### config.mk
export PLATFORM = sky130hd
export DESIGN_NAME = braille_entry_sequencer
export DESIGN_NICKNAME = d
export VERILOG_FILES = /design/src/rtl/braille_seq_pkg.sv /design/src/rtl/braille_debounce.sv /design/src/rtl/braille_entry_sequencer.sv
export SDC_FILE = /design/constraint.sdc
export NUM_CORES = 1
export LEC_CHECK = 0
export CAP_MARGIN = 30
export CORE_MARGIN = 2
export CORE_UTILIZATION = 51
export DETAILED_ROUTE_END_ITERATION = 8
export PLACE_DENSITY = 0.85
export RECOVER_POWER = 50
export SLEW_MARGIN = 10
export SYNTH_ARGS = -nofsm -noshare
export SYNTH_HDL_FRONTEND = slang
export SYNTH_SLANG_ARGS = --single-unit
### constraint.sdc
create_clock -name clk -period 1.8 [get_ports clk]
set_input_delay 0.18 -clock clk [delete_from_list [all_inputs] [get_ports clk]]
set_output_delay 0.18 -clock clk [all_outputs]
set_load 0.03 [all_outputs]
### src/rtl/braille_seq_pkg.sv
// Shared types and constants for the braille entry sequencer and its debounce block.
package braille_seq_pkg;

  localparam int CELL_W = 6;

  typedef logic [CELL_W-1:0] cell_t;

  typedef enum logic [1:0] {IDLE, ARM, COMMIT, RELEASE} deb_state_e;

endpackage

### src/rtl/braille_debounce.sv
// Two-flop synchroniser plus press/release debounce FSM; emits one pulse per accepted press.
module braille_debounce
  import braille_seq_pkg::*;
#(
  parameter int DEBOUNCE_CYCLES = 16
) (
  input  logic clk,
  input  logic rst_n,
  input  logic raw,
  output logic pulse
);

  localparam int CNT_W = $clog2(DEBOUNCE_CYCLES);
  localparam logic [CNT_W-1:0] CNT_LAST = CNT_W'(DEBOUNCE_CYCLES - 1);

  logic [1:0]       sync_q;
  logic             raw_s;
  deb_state_e       state_q, state_d;
  logic [CNT_W-1:0] cnt_q, cnt_d;

  assign raw_s = sync_q[1];

  always_ff @(posedge clk or negedge rst_n) begin
    if (!rst_n) begin
      sync_q  <= '0;
      state_q <= IDLE;
      cnt_q   <= '0;
    end else begin
      sync_q  <= {sync_q[0], raw};
      state_q <= state_d;
      cnt_q   <= cnt_d;
    end
  end

  // cnt holds the number of stable cycles already seen, so the
  // DEBOUNCE_CYCLES-th stable cycle is the one with cnt == CNT_LAST.
  always_comb begin
    state_d = state_q;
    cnt_d   = cnt_q;
    pulse   = 1'b0;
    unique case (state_q)
      IDLE: begin
        if (raw_s) begin
          state_d = ARM;
          cnt_d   = CNT_W'(1);
        end
      end
      ARM: begin
        if (!raw_s) begin
          state_d = IDLE;
          cnt_d   = '0;
        end else if (cnt_q == CNT_LAST) begin
          state_d = COMMIT;
          cnt_d   = '0;
        end else begin
          cnt_d = cnt_q + CNT_W'(1);
        end
      end
      COMMIT: begin
        pulse   = 1'b1;
        state_d = RELEASE;
        cnt_d   = '0;
      end
      RELEASE: begin
        if (raw_s) begin
          cnt_d = '0;
        end else if (cnt_q == CNT_LAST) begin
          state_d = IDLE;
          cnt_d   = '0;
        end else begin
          cnt_d = cnt_q + CNT_W'(1);
        end
      end
      default: begin
        state_d = IDLE;
        cnt_d   = '0;
      end
    endcase
  end

endmodule

### src/rtl/braille_entry_sequencer.sv
// Captures debounced braille cells into a shift buffer and scans it onto one shared decoder path.
// Optional backspace button enabled by defining BRAILLE_SEQ_BKSP_EN.
module braille_entry_sequencer
  import braille_seq_pkg::*;
#(
  parameter int DIGITS          = 4,
  parameter int DEBOUNCE_CYCLES = 16,
  parameter int SCAN_CYCLES     = 8
) (
  input  logic                          clk,
  input  logic                          rst_n,
  input  logic [CELL_W-1:0]             dots,
  input  logic                          enter,
  input  logic                          clear,
`ifdef BRAILLE_SEQ_BKSP_EN
  input  logic                          bksp,
`endif
  output logic [CELL_W-1:0]             cell_out,
  output logic                          blank,
  output logic [DIGITS-1:0]             digit_sel,
  output logic                          commit,
  output logic [$clog2(DIGITS+1)-1:0]   count,
  output logic                          full
);

  localparam int CNT_W  = $clog2(DIGITS + 1);
  localparam int IDX_W  = $clog2(DIGITS);
  localparam int SCAN_W = $clog2(SCAN_CYCLES + 1);
  localparam logic [SCAN_W-1:0] SCAN_LAST = SCAN_W'(SCAN_CYCLES - 1);
  localparam logic [IDX_W-1:0]  IDX_LAST  = IDX_W'(DIGITS - 1);
  localparam logic [CNT_W-1:0]  CNT_FULL  = CNT_W'(DIGITS);

  cell_t                    dots_s1_q, dots_s_q;
  cell_t [DIGITS-1:0]       cells_q, cells_d;
  logic  [DIGITS-1:0]       valid_q, valid_d;
  logic  [CNT_W-1:0]        count_q, count_d;
  logic  [SCAN_W-1:0]       scan_cnt_q, scan_cnt_d;
  logic  [IDX_W-1:0]        scan_idx_q, scan_idx_d;
  cell_t                    cell_out_q;
  logic                     blank_q;
  logic  [DIGITS-1:0]       digit_sel_q;

  braille_debounce #(.DEBOUNCE_CYCLES(DEBOUNCE_CYCLES)) u_enter_deb (
    .clk   (clk),
    .rst_n (rst_n),
    .raw   (enter),
    .pulse (commit)
  );

`ifdef BRAILLE_SEQ_BKSP_EN
  logic bksp_pulse;

  braille_debounce #(.DEBOUNCE_CYCLES(DEBOUNCE_CYCLES)) u_bksp_deb (
    .clk   (clk),
    .rst_n (rst_n),
    .raw   (bksp),
    .pulse (bksp_pulse)
  );
`endif

  // Priority: clear, then enter commit, then backspace.
  always_comb begin
    cells_d = cells_q;
    valid_d = valid_q;
    count_d = count_q;
    if (clear) begin
      cells_d = '0;
      valid_d = '0;
      count_d = '0;
    end else if (commit) begin
      cells_d = {cells_q[DIGITS-2:0], dots_s_q};
      valid_d = {valid_q[DIGITS-2:0], 1'b1};
      if (count_q != CNT_FULL) count_d = count_q + CNT_W'(1);
    end
`ifdef BRAILLE_SEQ_BKSP_EN
    else if (bksp_pulse && (count_q != '0)) begin
      cells_d = {cell_t'(0), cells_q[DIGITS-1:1]};
      valid_d = {1'b0, valid_q[DIGITS-1:1]};
      count_d = count_q - CNT_W'(1);
    end
`endif
  end

  always_comb begin
    scan_cnt_d = scan_cnt_q + SCAN_W'(1);
    scan_idx_d = scan_idx_q;
    if (scan_cnt_q == SCAN_LAST) begin
      scan_cnt_d = '0;
      scan_idx_d = (scan_idx_q == IDX_LAST) ? '0 : scan_idx_q + IDX_W'(1);
    end
  end

  // Display registers load from next-state values so a buffer update and a
  // scan step both land on the outputs at the same edge.
  always_ff @(posedge clk or negedge rst_n) begin
    if (!rst_n) begin
      dots_s1_q   <= '0;
      dots_s_q    <= '0;
      cells_q     <= '0;
      valid_q     <= '0;
      count_q     <= '0;
      scan_cnt_q  <= '0;
      scan_idx_q  <= '0;
      cell_out_q  <= '0;
      blank_q     <= 1'b1;
      digit_sel_q <= DIGITS'(1);
    end else begin
      dots_s1_q   <= dots;
      dots_s_q    <= dots_s1_q;
      cells_q     <= cells_d;
      valid_q     <= valid_d;
      count_q     <= count_d;
      scan_cnt_q  <= scan_cnt_d;
      scan_idx_q  <= scan_idx_d;
      cell_out_q  <= valid_d[scan_idx_d] ? cells_d[scan_idx_d] : '0;
      blank_q     <= ~valid_d[scan_idx_d];
      digit_sel_q <= DIGITS'(1) << scan_idx_d;
    end
  end

  assign cell_out  = cell_out_q;
  assign blank     = blank_q;
  assign digit_sel = digit_sel_q;
  assign count     = count_q;
  assign full      = (count_q == CNT_FULL);

endmodule
Figure 1. Selected gate families.
Bar = 20 µm.
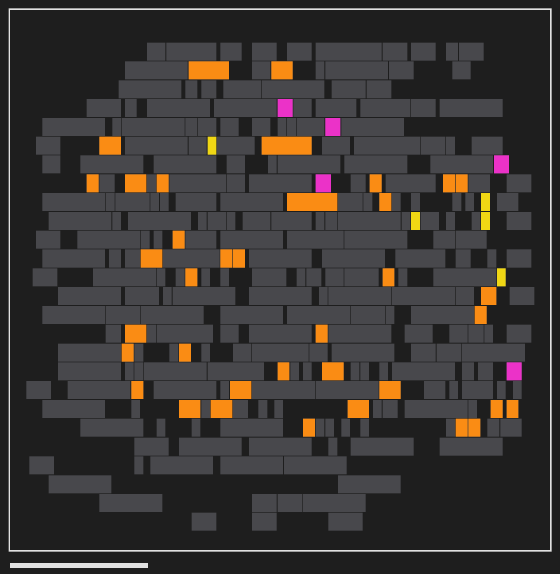
- inv cells: yellow (cells 5; where east)
- and/or cells: magenta (cells 5)
- aoi and oai cells: orange (cells 37)
combinational share of cell area: 0.309
most common logic cell in the routed design: dfrtp_1
non-filler instance count after layout: 354

Figure 2. Cell classes on the final placement.
Bar = 20 µm.
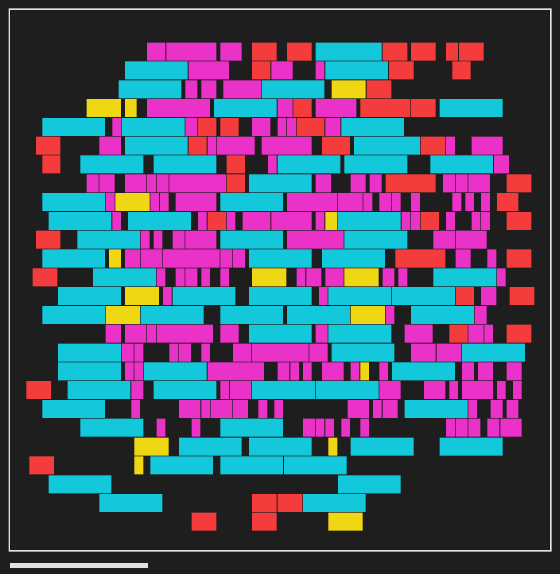
- combinational and other logic: magenta (cells 157)
- remaining buffers and delay cells: red (cells 43)
- sequential cells: cyan (cells 68)
- clock drivers and dummy loads: yellow (cells 16)

Figure 3. Routed clock nets over the placement.
Bar = 20 µm.
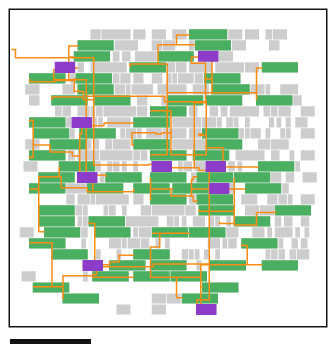
- flip-flops: green (count 68)
- clock drivers: purple (count 9)
- clock wires: orange (length 813 µm)
- flops lie: widely spread
Clock Latency Late Sink: 0.35 ns
setup skew after layout: 0.0116 ns

Figure 4. Floorplan with the power grid.
Pins as bars on the die edge. Tap cells in grey.
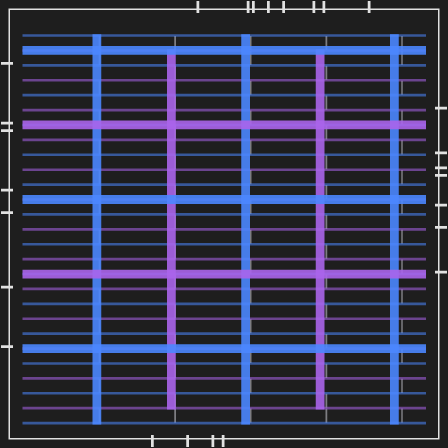
- VDD: purple
- VSS: blue
- met5 straps: 5
- met1 rails: 27
- signal pins: 26
- met4 straps: 5

==> flow_metrics.tcl <==
# metrics dict for downstream scripts
set metrics [dict create \
    synth-cells-yosys 235 \
    max_incr_delay_on_cp_ns 0.45 \
    worstPathBufferInverterCount 0 \
    critical_path.reg2reg.endpoint "cell_out[5]$_DFF_PN0_" \
    clockPowerShare 0.393 \
    postCtsSetupRepairBufs 0 \
    first_iter_violations 141 \
    grt-busiest-layer "met2" \
    global_route.usage.met3 0.0575 \
    synth-main-ff-cell "dfrtp_1" \
    synth_compound_gate_area_share 0.0929 \
    netlist_top_cells_area "dfrtp_1 59%, nand2_1 7.0%, mux4_2 4.8%" \
    nWellTaps 70 \
    timing.setup.tns_ns -0.184 \
    cts_made_buffers 9 \
    final_core_utilization 0.667 \
    placed_area_um2 3210 \
    final.period_utilization 1.03 \
    core_utilization_at_floorplan 0.538 \
    yosys.cell_count.top_type "dfrtp_1" \
    pre_cts_ws_ns -0.0722 \
    violations "setup timing" \
    slew_headroom 0.410 \
    yosys.area_share.simple 0.158 \
    holdCritPathClass "flop to flop" \
    logic_family "simple AND/OR/NAND/NOR gates" \
    largest_register_ffs 24 \
    hold_slack_ns 0.348 \
    detail_route.wirelength_um 5370 \
    crit_path_cell_trace "ha_4, nand3b_4, mux2_2, a211oi_4, nor3b_1" \
    antennaDiodeCount 0 \
    holdPathEnd "dots_s_q[1]$_DFF_PN0_" \
    post_synth_xor_area_fraction 0.0156 \
    signal_buffer_area_fraction 0.122 \
    stage_log_warnings 29 \
    path_clk_slew_ns 0.07 \
    combGateArea_um2 1070 \
    top_register "cells_q" \
    routed.top_layer "met4" \
    maxCapViolCount 0 \
    cp_top_family "multiplexers" \
    wl_met3_um 265 \
    p_leak_nw 1.52 \
    cellPowerDensity_nw_per_um2 785 \
    critical_path_depth 5 \
    p_comb_mw 0.0915 \
    final_period_minus_worst_setup_slack_ns 1.85 \
    avgRoutedWirePerCell_um 15.2 \
    layout.cells.most_common_list "66 x dfrtp_1, 52 x nand2_1, 17 x a21oi_1" \
    cts_tree "done" \
    groute.layer.met1.usage 0.239 \
    synthesis.nets 250 \
    dp.cells 331 \
    syn2layout_area_growth_pct 23.9 \
    holdPathStages 0 \
    wire_length_of_the_first_global_routing_pass_um 8490 \
    hold_buffers 1 \
    detail_route.vias_per_cell 5.38 \
    seq_pwr_mw 1.56 \
    synth_chip_area_um2 2800 \
    setup_viol 7 \
    sequentialPowerShare 0.574 \
    drt_pass1_iterations 4 \
    timing_hold_violations_final 0 \
    stdcell_area_um2 3470 \
    num-multi-input-gates 152 \
    layout_setup_ws_ns -0.0475 \
    n_fill_cell 392 \
    edf_count 0 \
    netlist_instances 235 \
    fmax_ghz 0.541 \
    layout.nets 294 \
    cellInternalPower_mw 2.12 \
    die_y_um 78.1 \
    number_of_global_route_vias_before_repair 1817 \
    regToRegStartpoint "scan_cnt_q[1]$_DFF_PN0_" \
    grt.total_usage 0.183 \
    share_of_layout_cells_above_drive_strength_1 0.257 \
    post_synth.cell_area_avg_um2 11.9 \
    finalMaxSlewViolations 0 \
    crit_slowest_cell "mux2_2" \
    fa_ha_area_frac 0.0259 \
    drc_errors 0 \
    place.gp.congestion 0.727 \
    clockRootBuffer "clkbuf_8" \
    cts_repair_resize_count 4 \
    chip_area_um2 6100 \
    power.largest_group "registers" \
    startpoint_type "flop" \
    hp-start "dots_s1_q[1]$_DFF_PN0_" \
    floorplan.rows 26 \
    htreeDepth 3 \
    post_synthesis_instance_area_um2 2800 \
    seq_share 0.491 \
    crit_end "cell_out[5]$_DFF_PN0_" \
    layout.area.seq_um2 1700 \
    yosys_warnings 0 \
    outcome "finished with violations" \
    nature_of_the_critical_path_endpoint "flop" \
    maximum_clock_insertion_buffer_count 2 \
    post_synth_num_cell_types 39 \
    clock_network_area_share 0.0472 \
    sw_frac_of_total 0.224 \
    drtAntennaViolNets 0 \
    required_ns 2.01 \
    vdd_ir_drop_max_v 0.000590 \
    most_common_library_cells_after_synthesis "66 x dfrtp_1, 52 x nand2_1, 20 x a21oi_1" \
    num_vias 1903 \
    routed-wl-met2_um 2600 \
    groute.layer.met2.usage 0.274 \
    maximum_number_of_pins_on_one_net_before_global_route_repair 69 \
]
